==> images/congestion.png <==
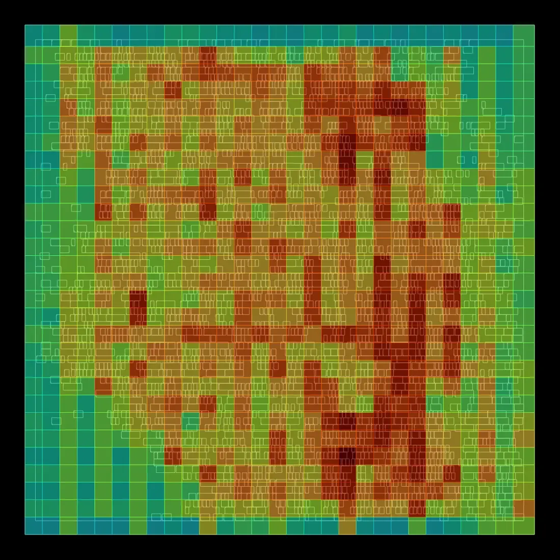
==> images/flops_by_reg.png <==
Scale bar: 50 µm. Other sequential cells in the stronger gray, the rest of the logic in the fainter gray.
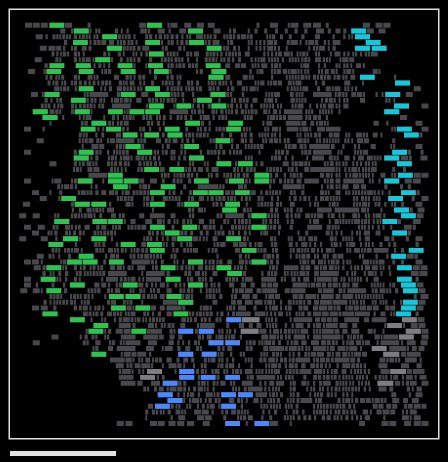
==> images/placement_by_type.png <==
Scale bar: 50 µm. Fill, decap, tap and diode cells in gray.
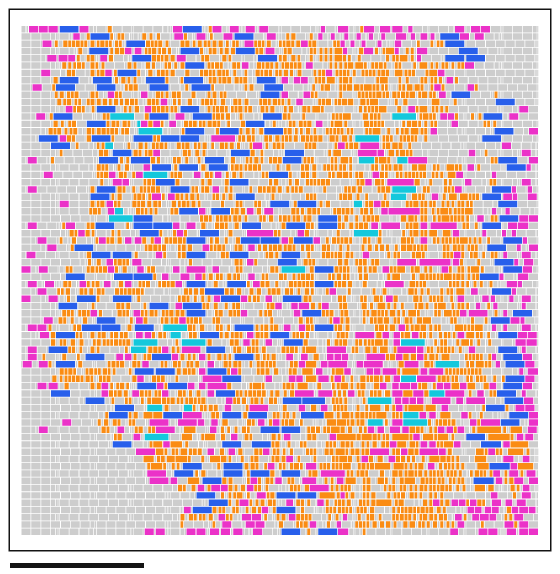
### src/rtl/regfile_writeback_queue.sv
// In-order write-back queue in front of the 32x32 register file: two producers in, one register-file write out per cycle.
// Optional REGFILE_WB_DROP_R0_EN: handshake dest==0 requests but never enqueue them.
module regfile_writeback_queue #(
  parameter int DEPTH  = 4,
  parameter int DATA_W = 32,
  parameter int ADDR_W = 5,
  localparam int CNT_W = $clog2(DEPTH) + 1
) (
  input  logic              clock,
  input  logic              reset,
  input  logic              mem_valid,
  output logic              mem_ready,
  input  logic [ADDR_W-1:0] mem_dest,
  input  logic [DATA_W-1:0] mem_value,
  input  logic              alu_valid,
  output logic              alu_ready,
  input  logic [ADDR_W-1:0] alu_dest,
  input  logic [DATA_W-1:0] alu_value,
  output logic [ADDR_W-1:0] wr_pos,
  output logic [DATA_W-1:0] wr_value,
  input  logic [ADDR_W-1:0] look_pos1,
  output logic              look_hit1,
  output logic [DATA_W-1:0] look_value1,
  input  logic [ADDR_W-1:0] look_pos2,
  output logic              look_hit2,
  output logic [DATA_W-1:0] look_value2,
  output logic [CNT_W-1:0]  q_count,
  output logic              q_full,
  output logic              q_empty
);

  localparam int PTR_W = $clog2(DEPTH);
  localparam logic [CNT_W-1:0] DEPTH_C    = CNT_W'(DEPTH);
  localparam logic [CNT_W-1:0] DEPTH_M1_C = CNT_W'(DEPTH - 1);

  logic [ADDR_W-1:0] dest_q  [DEPTH];
  logic [ADDR_W-1:0] dest_d  [DEPTH];
  logic [DATA_W-1:0] value_q [DEPTH];
  logic [DATA_W-1:0] value_d [DEPTH];
  logic [PTR_W-1:0]  head_q, head_d;
  logic [PTR_W-1:0]  tail_q, tail_d;
  logic [CNT_W-1:0]  count_q, count_d;
  logic [ADDR_W-1:0] wr_pos_q, wr_pos_d;
  logic [DATA_W-1:0] wr_value_q, wr_value_d;

  logic              mem_keep, alu_keep;
  logic              push_mem, push_alu, pop;
  logic [PTR_W-1:0]  alu_slot;
  logic [PTR_W-1:0]  slot_idx  [DEPTH];
  logic              slot_live [DEPTH];

  // Ready uses only the registered count, so a pop in the same cycle never frees space early.
  always_comb begin
    mem_ready = !reset && (count_q < DEPTH_C);
    alu_ready = !reset && ((count_q < DEPTH_M1_C) || ((count_q < DEPTH_C) && !mem_valid));
  end

`ifdef REGFILE_WB_DROP_R0_EN
  assign mem_keep = (mem_dest != '0);
  assign alu_keep = (alu_dest != '0);
`else
  assign mem_keep = 1'b1;
  assign alu_keep = 1'b1;
`endif

  assign push_mem = mem_valid && mem_ready && mem_keep;
  assign push_alu = alu_valid && alu_ready && alu_keep;
  assign pop      = (count_q != '0);
  assign alu_slot = push_mem ? tail_q + PTR_W'(1) : tail_q;

  always_comb begin
    dest_d     = dest_q;
    value_d    = value_q;
    head_d     = head_q;
    wr_pos_d   = '0;
    wr_value_d = '0;
    if (push_mem) begin
      dest_d[tail_q]  = mem_dest;
      value_d[tail_q] = mem_value;
    end
    if (push_alu) begin
      dest_d[alu_slot]  = alu_dest;
      value_d[alu_slot] = alu_value;
    end
    if (pop) begin
      wr_pos_d   = dest_q[head_q];
      wr_value_d = value_q[head_q];
      head_d     = head_q + PTR_W'(1);
    end
    tail_d  = tail_q + PTR_W'(push_mem) + PTR_W'(push_alu);
    count_d = count_q + CNT_W'(push_mem) + CNT_W'(push_alu) - CNT_W'(pop);
  end

  always_ff @(posedge clock) begin
    if (reset) begin
      head_q     <= '0;
      tail_q     <= '0;
      count_q    <= '0;
      wr_pos_q   <= '0;
      wr_value_q <= '0;
    end else begin
      head_q     <= head_d;
      tail_q     <= tail_d;
      count_q    <= count_d;
      wr_pos_q   <= wr_pos_d;
      wr_value_q <= wr_value_d;
    end
  end

  // Entry storage carries no reset; liveness comes from head/count alone.
  for (genvar gi = 0; gi < DEPTH; gi++) begin : g_entry
    always_ff @(posedge clock) begin
      dest_q[gi]  <= dest_d[gi];
      value_q[gi] <= value_d[gi];
    end
    assign slot_idx[gi]  = head_q + PTR_W'(gi);
    assign slot_live[gi] = (CNT_W'(gi) < count_q);
  end

  // Slots are visited oldest to youngest, so the last match wins.
  always_comb begin
    look_hit1   = 1'b0;
    look_value1 = '0;
    look_hit2   = 1'b0;
    look_value2 = '0;
    if (!reset) begin
      for (int i = 0; i < DEPTH; i++) begin
        if (slot_live[i] && (look_pos1 != '0) && (dest_q[slot_idx[i]] == look_pos1)) begin
          look_hit1   = 1'b1;
          look_value1 = value_q[slot_idx[i]];
        end
        if (slot_live[i] && (look_pos2 != '0) && (dest_q[slot_idx[i]] == look_pos2)) begin
          look_hit2   = 1'b1;
          look_value2 = value_q[slot_idx[i]];
        end
      end
    end
  end

  assign wr_pos   = wr_pos_q;
  assign wr_value = wr_value_q;
  assign q_count  = count_q;
  assign q_full   = (count_q == DEPTH_C);
  assign q_empty  = (count_q == '0);

endmodule
### config.mk
export PLATFORM = sky130hd
export DESIGN_NAME = regfile_writeback_queue
export DESIGN_NICKNAME = d
export VERILOG_FILES = /design/src/rtl/regfile_writeback_queue.sv
export SDC_FILE = /design/constraint.sdc
export NUM_CORES = 1
export LEC_CHECK = 0
export ABC_AREA = 1
export CORE_MARGIN = 4
export CORE_UTILIZATION = 40
export CTS_CLUSTER_SIZE = 28
export DETAILED_ROUTE_END_ITERATION = 10
export GPL_ROUTABILITY_DRIVEN = 0
export PLACE_DENSITY_LB_ADDON = 0.2
export SETUP_SLACK_MARGIN = 0.02
export SYNTH_ARGS = -nofsm -noshare
export SYNTH_HDL_FRONTEND = slang
export SYNTH_SLANG_ARGS = --single-unit
export TNS_END_PERCENT = 1
### constraint.sdc
create_clock -name clock -period 2.32 [get_ports clock]
set_input_delay 0.464 -clock clock [delete_from_list [all_inputs] [get_ports clock]]
set_output_delay 0.464 -clock clock [all_outputs]
set_load 0.01 [all_outputs]
==> impl_metrics.json <==
{
  "mi_logic_area_um2": 9660,
  "wl_met1_um": 27900,
  "clk_path_buf_depth": 2,
  "first_pass_iters": 7,
  "status": "finished, violations left",
  "ant_nets": 0,
  "synth.distinct_cells": 32,
  "violations": "setup timing",
  "n_clock_buffer": 18,
  "cts_tree": "built",
  "mostFrequentLayoutCells": "nand2_1 (1050), o21ai_0 (537), inv_1 (318), buf_4 (267), nor2_1 (191)",
  "drv_slew": 0,
  "cts_hold_buf": 0,
  "nNetsFinal": 3239,
  "initial_utilization_pct": 40.8,
  "setup_viol": 66,
  "layout_setup_ws_ns": -1.04,
  "peakVddDrop_mv": 0.767,
  "cts_setup_buffers": 16,
  "synth-edff-count": 0
}
-- congestion.png (at the start) --
GR Util All Layers: 29.0%
layer with the highest usage: met1
grt met2 use: 40.6%

-- flops_by_reg.png (at the start) --
legend:
  blue:
    signal: `dest_q`
    flops: 20
    where: bottom middle
  green:
    signal: `value_q`
    flops: 128
  cyan:
    signal: `wr_value`
    flops: 32
not colored: 12
sequential portion of the cell area: 18.6%
Sequential Area: 3850 µm²
post-layout util: 56.3%
Sequential Power: 0.00586 W

-- placement_by_type.png (at the start) --
legend:
  magenta:
    class: other buffers and delay cells
    cells: 517
    share_of_their_area: 24%
  blue:
    class: flops
    cells: 192
    share_of_their_area: 19%
  orange:
    class: combinational and other logic
    cells: 2413
    share_of_their_area: 54%
  cyan:
    class: clock drivers and dummy loads
    cells: 32
    share_of_their_area: 3.1%
number of core rows: 70
Core ar.: 36800 µm²
final instance area: 20700 µm²

## through the flow
stage | setup TNS (ns) | worst slack [ns] | utilization [%] | hold WS (ns)
after floorplan | -2.47 | -0.0558 | - | 0.473
after global placement | -99.47 | -1.15 | 53.4 | 0.497
after detailed placement | -106.66 | -1.16 | 53.4 | 0.516
after CTS | -56.80 | -0.938 | 55.9 | 0.552
after global routing | -68.58 | -1.13 | 56.3 | 0.595
final | -62.91 | -1.04 | 56.3 | 0.558
## sequential cells by signal (all words and copies together), names as in the netlist
| name | count |
|---|---|
| value_q | 128 |
| tail_q | 2 |
| head_q | 2 |
| dest_q | 20 |
| q_count | 3 |
| wr_pos | 5 |
| wr_value | 32 |
## final timing paths
path              startpoint         endpoint  slack, ns  cells after the start
setup / recovery   head_q[0]  look_value1[26]      -1.04                     14
setup reg to reg  q_count[1]       q_count[1]       0.11                     11
hold / removal     tail_q[1]        tail_q[1]       0.56                      1
hold reg to reg    tail_q[1]        tail_q[1]       0.56                      1
## worst max-delay path: stages, from the launching register on
cell,delay [ns]
dfxtp_4,0.47
buf_12,0.17
nand2_1,0.07
nand3_1,0.17
nand2_1,0.14
nand2_1,0.09
nand2_1,0.06
nor2_2,0.15
nand3_2,0.13
a21oi_4,0.19
buf_4,0.14
bufbuf_16,0.27
nand2_1,0.07
a21oi_2,0.16
buf_2,0.15
## logic make-up (layout without fill, tap and decap cells)
family	after synthesis	after routing	synth area share, %
AND-OR/OR-AND	639	639	21.5
XOR/XNOR	4	4	0.234
adder cells (fa/ha/maj)	10	10	0.884
buffers and inverters	515	873	13.7
flip-flops	192	192	25.6
other	0	1	0
AND/OR/NAND/NOR	1434	1436	38.1
## power breakdown
group | switching [W] | internal (W)
sequential | 0.000884 | 0.00498
combinational | 0.0140 | 0.00919
clock | 0.00164 | 0.00148
Power is estimated from default activity; no workload was simulated.
